`src/rtl/ts_pkg.sv`:
```
// Shared types, default timing constants and the result-rounding helper for ts_meas_sched.
package ts_pkg;

    localparam int unsigned CLK_DIV_DEF     = 25;
    localparam int unsigned SETTLE_CYC_DEF  = 64;
    localparam int unsigned TIMEOUT_CYC_DEF = 1024;
    localparam int unsigned ACC_W           = 13;
    localparam int unsigned DOUT_W          = 8;
    localparam int unsigned CNT_W           = 16;
    localparam int unsigned PAIR_W          = 5;

    typedef enum logic [2:0] {
        IDLE,
        SETTLE,
        START,
        CONV_P,
        CONV_N,
        ACCUM,
        DONE,
        WAIT
    } ts_state_e;

    // Mean of 2^(sel+1) samples, rounded half up and saturated to 8 bits.
    function automatic logic [DOUT_W-1:0] ts_avg(input logic [ACC_W-1:0] acc,
                                                 input logic [1:0]       sel);
        logic [ACC_W:0] sum;
        logic [ACC_W:0] quo;
        sum = {1'b0, acc} + ((ACC_W+1)'(1) << sel);
        quo = sum >> ({1'b0, sel} + 3'd1);
        return (quo > (ACC_W+1)'(255)) ? 8'hFF : quo[DOUT_W-1:0];
    endfunction

endpackage

```
`src/rtl/ts_detok_sync.sv`:
```
// Synchronises the asynchronous DETOK, emits a one-cycle pulse on its rising edge
// and captures DOUT in the same cycle the edge is detected.
module ts_detok_sync
    import ts_pkg::*;
(
    input  logic              clk,
    input  logic              RST,
    input  logic              i_detok,
    input  logic [DOUT_W-1:0] i_dout,
    output logic              o_det_pulse,
    output logic [DOUT_W-1:0] o_sample
);

    logic              r_s1;
    logic              r_s2;
    logic              r_s3;
    logic              r_det_pulse;
    logic [DOUT_W-1:0] r_sample;
    logic              w_rise;

    assign w_rise      = r_s2 & ~r_s3;
    assign o_det_pulse = r_det_pulse;
    assign o_sample    = r_sample;

    // Two-flop synchroniser, edge history, and DOUT capture on the detected edge.
    always_ff @(posedge clk) begin
        if (RST) begin
            r_s1        <= 1'b0;
            r_s2        <= 1'b0;
            r_s3        <= 1'b0;
            r_det_pulse <= 1'b0;
            r_sample    <= '0;
        end else begin
            r_s1        <= i_detok;
            r_s2        <= r_s1;
            r_s3        <= r_s2;
            r_det_pulse <= w_rise;
            if (w_rise) begin
                r_sample <= i_dout;
            end
        end
    end

endmodule

```
`src/rtl/ts_meas_sched.sv`:
```
// Temperature-sensor measurement scheduler: powers the TS macro, runs chopped
// conversion pairs, averages them and hands one 8-bit result out over valid/ready.
module ts_meas_sched
    import ts_pkg::*;
#(
    parameter int unsigned CLK_DIV     = CLK_DIV_DEF,
    parameter int unsigned SETTLE_CYC  = SETTLE_CYC_DEF,
    parameter int unsigned TIMEOUT_CYC = TIMEOUT_CYC_DEF
) (
    input  logic              clk,
    input  logic              RST,
    input  logic              FLOCK,
    input  logic              reg_ts_en_sel,
    input  logic              reg_meas_en,
    input  logic [15:0]       reg_meas_period,
    input  logic [1:0]        reg_avg_sel,
    input  logic              A2D_TS_DETOK,
    input  logic [DOUT_W-1:0] A2D_TS_DOUT,
    output logic              D2A_TS_EN,
    output logic              D2A_TS_START_EN,
    output logic              D2A_TS_CLK,
    output logic              D2A_TS_CHOPPER_CLK,
    output logic [DOUT_W-1:0] ts_data,
    output logic              ts_valid,
    input  logic              ts_ready,
    output logic              ts_timeout,
    output logic              busy
);

    localparam int unsigned DIV_W = (CLK_DIV > 1) ? $clog2(CLK_DIV) : 1;

    ts_state_e         r_state;
    logic [DIV_W-1:0]  r_div;
    logic              r_half;
    logic [CNT_W-1:0]  r_cnt;
    logic [ACC_W-1:0]  r_acc;
    logic [DOUT_W-1:0] r_p;
    logic [PAIR_W-1:0] r_pair;
    logic [1:0]        r_avg_sel;
    logic              r_start_en;
    logic              r_ts_clk;
    logic              r_chop;
    logic [DOUT_W-1:0] r_data;
    logic              r_valid;
    logic              r_timeout;
    logic              r_busy;

    logic              w_tick;
    logic              w_period;
    logic              w_det_pulse;
    logic [DOUT_W-1:0] w_sample;
    logic              w_enabled;
    logic              w_busy_state;

    assign D2A_TS_EN          = reg_ts_en_sel ? FLOCK : 1'b1;
    assign D2A_TS_START_EN    = r_start_en;
    assign D2A_TS_CLK         = r_ts_clk;
    assign D2A_TS_CHOPPER_CLK = r_chop;
    assign ts_data            = r_data;
    assign ts_valid           = r_valid;
    assign ts_timeout         = r_timeout;
    assign busy               = r_busy;

    assign w_tick       = (r_div == DIV_W'(CLK_DIV - 1));
    assign w_period     = w_tick & r_half;
    assign w_enabled    = reg_meas_en & D2A_TS_EN;
    assign w_busy_state = (r_state != IDLE) && (r_state != WAIT);

    ts_detok_sync u_detok_sync (
        .clk        (clk),
        .RST        (RST),
        .i_detok    (A2D_TS_DETOK),
        .i_dout     (A2D_TS_DOUT),
        .o_det_pulse(w_det_pulse),
        .o_sample   (w_sample)
    );

    // Free-running divider; r_half marks every second tick as a full TS period.
    always_ff @(posedge clk) begin
        if (RST) begin
            r_div  <= '0;
            r_half <= 1'b0;
        end else if (w_tick) begin
            r_div  <= '0;
            r_half <= ~r_half;
        end else begin
            r_div  <= r_div + DIV_W'(1);
        end
    end

    // Measurement FSM with its counters, accumulator and registered outputs.
    always_ff @(posedge clk) begin
        if (RST) begin
            r_state    <= IDLE;
            r_cnt      <= '0;
            r_acc      <= '0;
            r_p        <= '0;
            r_pair     <= '0;
            r_avg_sel  <= '0;
            r_start_en <= 1'b0;
            r_ts_clk   <= 1'b0;
            r_chop     <= 1'b0;
            r_data     <= '0;
            r_valid    <= 1'b0;
            r_timeout  <= 1'b0;
            r_busy     <= 1'b0;
        end else begin
            // TS clock runs only while a conversion is pending.
            if ((r_state == CONV_P) || (r_state == CONV_N)) begin
                if (w_tick) begin
                    r_ts_clk <= ~r_ts_clk;
                end
            end else begin
                r_ts_clk <= 1'b0;
            end

            if (w_busy_state && !D2A_TS_EN) begin
                // Enable lost: drop everything and flag the aborted measurement.
                r_state    <= IDLE;
                r_cnt      <= '0;
                r_acc      <= '0;
                r_pair     <= '0;
                r_start_en <= 1'b0;
                r_ts_clk   <= 1'b0;
                r_chop     <= 1'b0;
                r_data     <= '0;
                r_valid    <= 1'b0;
                r_timeout  <= 1'b1;
                r_busy     <= 1'b0;
            end else begin
                case (r_state)
                    IDLE: begin
                        if (w_enabled) begin
                            r_state <= SETTLE;
                            r_cnt   <= '0;
                            r_busy  <= 1'b1;
                        end
                    end
                    SETTLE: begin
                        if (w_period) begin
                            if (r_cnt == CNT_W'(SETTLE_CYC - 1)) begin
                                r_state    <= START;
                                r_cnt      <= '0;
                                r_start_en <= 1'b1;
                                r_chop     <= 1'b1;
                                r_avg_sel  <= reg_avg_sel;
                                r_acc      <= '0;
                                r_pair     <= '0;
                            end else begin
                                r_cnt <= r_cnt + CNT_W'(1);
                            end
                        end
                    end
                    START: begin
                        if (w_period) begin
                            r_state    <= CONV_P;
                            r_start_en <= 1'b0;
                        end
                    end
                    CONV_P, CONV_N: begin
                        if (w_det_pulse) begin
                            r_cnt <= '0;
                            if (r_state == CONV_P) begin
                                r_p     <= w_sample;
                                r_chop  <= 1'b0;
                                r_state <= CONV_N;
                            end else begin
                                r_acc    <= r_acc + ACC_W'(r_p) + ACC_W'(w_sample);
                                r_pair   <= r_pair + PAIR_W'(1);
                                r_ts_clk <= 1'b0;
                                r_state  <= ACCUM;
                            end
                        end else if (w_period) begin
                            if (r_cnt == CNT_W'(TIMEOUT_CYC - 1)) begin
                                r_state   <= WAIT;
                                r_cnt     <= '0;
                                r_acc     <= '0;
                                r_pair    <= '0;
                                r_ts_clk  <= 1'b0;
                                r_chop    <= 1'b0;
                                r_timeout <= 1'b1;
                                r_busy    <= 1'b0;
                            end else begin
                                r_cnt <= r_cnt + CNT_W'(1);
                            end
                        end
                    end
                    ACCUM: begin
                        if (r_pair == (PAIR_W'(1) << r_avg_sel)) begin
                            r_state   <= DONE;
                            r_data    <= ts_avg(r_acc, r_avg_sel);
                            r_valid   <= 1'b1;
                            r_timeout <= 1'b0;
                        end else begin
                            r_state <= CONV_P;
                            r_chop  <= 1'b1;
                            r_cnt   <= '0;
                        end
                    end
                    DONE: begin
                        if (ts_ready) begin
                            r_state <= WAIT;
                            r_valid <= 1'b0;
                            r_cnt   <= '0;
                            r_busy  <= 1'b0;
                        end
                    end
                    WAIT: begin
                        if ((reg_meas_period == 16'd0) ||
                            (w_period && (r_cnt == reg_meas_period - 16'd1))) begin
                            r_cnt <= '0;
                            if (w_enabled) begin
                                r_state <= SETTLE;
                                r_busy  <= 1'b1;
                            end else begin
                                r_state <= IDLE;
                            end
                        end else if (w_period) begin
                            r_cnt <= r_cnt + CNT_W'(1);
                        end
                    end
                    default: r_state <= IDLE;
                endcase
            end
        end
    end

endmodule
```
`config.mk`:
```
export PLATFORM = sky130hd
export DESIGN_NAME = ts_meas_sched
export DESIGN_NICKNAME = d
export VERILOG_FILES = /design/src/rtl/ts_pkg.sv /design/src/rtl/ts_detok_sync.sv /design/src/rtl/ts_meas_sched.sv
export SDC_FILE = /design/constraint.sdc
export NUM_CORES = 1
export LEC_CHECK = 0
export ABC_CLOCK_PERIOD_IN_PS = 7100
export CORE_MARGIN = 2
export CORE_UTILIZATION = 45
export DETAILED_ROUTE_END_ITERATION = 10
export DONT_BUFFER_PORTS = 1
export RECOVER_POWER = 100
export SLEW_MARGIN = 0
export SYNTH_ARGS = -nofsm -noshare
export SYNTH_HDL_FRONTEND = slang
export SYNTH_HIERARCHICAL = 1
export SYNTH_SLANG_ARGS = --single-unit
```
`constraint.sdc`:
```
create_clock -name clk -period 7.1 [get_ports clk]
set_input_delay 1.065 -clock clk [delete_from_list [all_inputs] [get_ports clk]]
set_output_delay 1.065 -clock clk [all_outputs]
set_load 0.005 [all_outputs]
```
clk_routes.png
(4 px per um)
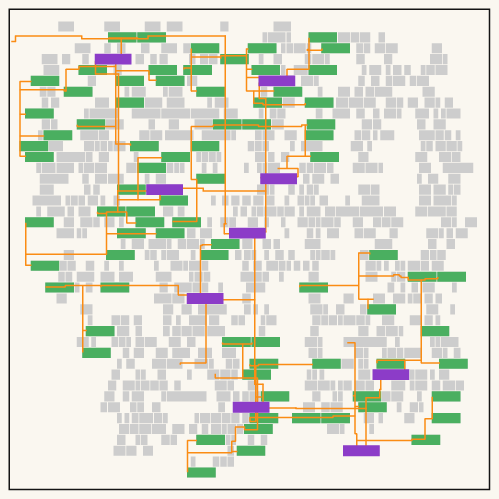
[flip-flops] green | count: 79
[clock wires] orange | length: 1160 um
[clock drivers] purple | count: 9
flops lie: all over the die
routed clock nets: 10
clk_lat worst skew: 0.35 ns
clk pwr: 481 uW

layer_met2.png
(4 px per um) Cells faint in the background.
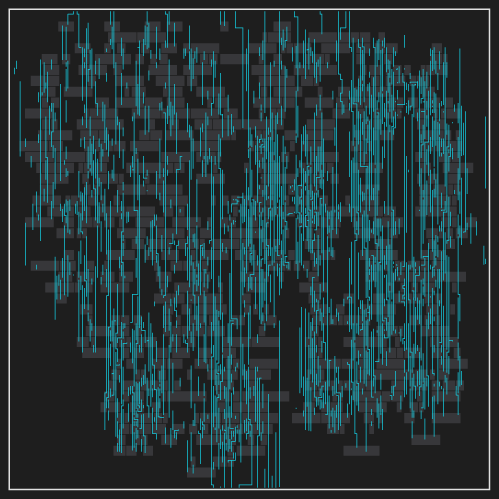
share of all routed wire: 51%
longest straight run: 64.6 um
met2 Use GR: 39.5%
via count: 5456
Routed Wire Length: 15700 um

io_fan.png
(3 px per um)
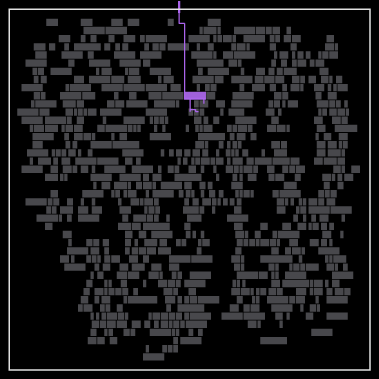
| port | colour | bits | direction | end cells | buffers | wire |
|---|---|---|---|---|---|---|
| ts_timeout | purple | 1 | output | 1 | 0 | 47.4 um |
IO Count: 48
port bufs: 0

clocks.png
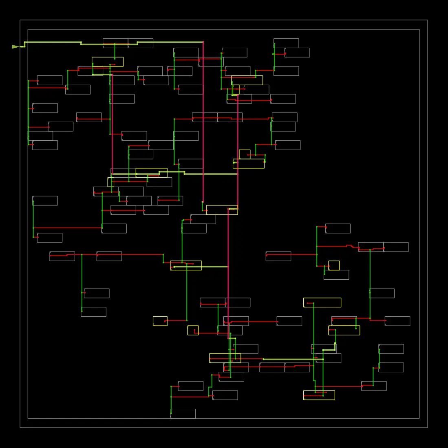
clock buffers: 9
Flops: 79
Clock Sink Count: 79

placement_by_type.png
(3 px per um) Fill, decap, tap and diode cells in grey.
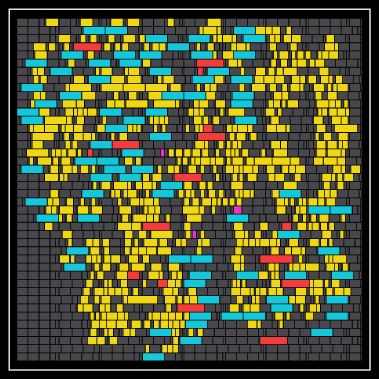
| class | colour | cells |
|---|---|---|
| combinational and other logic | yellow | 613 |
| clock drivers and dummy loads | red | 16 |
| remaining buffers and delay cells | magenta | 3 |
| sequential cells | cyan | 79 |
core area: 0.0131 mm2
Final Core Density: 47.6%
row count: 42
design area: 0.00625 mm2

==> run summary <==
run metrics: status completed, RSZ-0062 raised after global routing no, post-route ant nets 0, final period utilization a little under three fifths, CP Max Fanout 28, Worst Setup Start Kind register, Top logic family simple AND/OR/NAND/NOR gates, Power Sequential roughly 500 uW, syn_nets 796, Overall Global Routing Usage 22.7%, sequential fraction of design power 39.7%, Worst Hold End u_detok_sync/r_s2, Top Layer Used met4, Residual DRC 0, flip-flop count of the largest register after layout 16, MI comb area approximately 0.004 mm2, stage-log warning count 28, first-pass GRT wire length 26400 um, most frequent cells in the layout dfxtp_1 (79), nor2_1 (78), nand2_1 (41), worst setup margin 3.02 ns, Post-CTS Hold Fix Bufs 0, Int Pwr 827 uW, vias in the first global route 5258, Fin Setup TNS 0 ns, Maximum Capacitance Violations 0, 1st-iter DRT viols ~430, Async S/R FF share, synth 0%, Regs by FF count r_cnt: 16 flops, r_acc: 13 flops, total power 1.28 mW, Clk pwr share around 38%, Comb gates approximately 580, Mean Syn Cell Area slightly above 8 um2, ratio of cells with drive above 1 in the final layout just under 6%, met1 usage 28.3%, crit path DAT 4.36 ns, Clock transition at path regs 0.06 ns, Hold Vio Cnt, Final 0, Post-CTS Setup Inserts 0, dominant class by area logic gates, Layout area overhead 3.76%, Die W 120 um
Power and IR drop assume default switching activity.
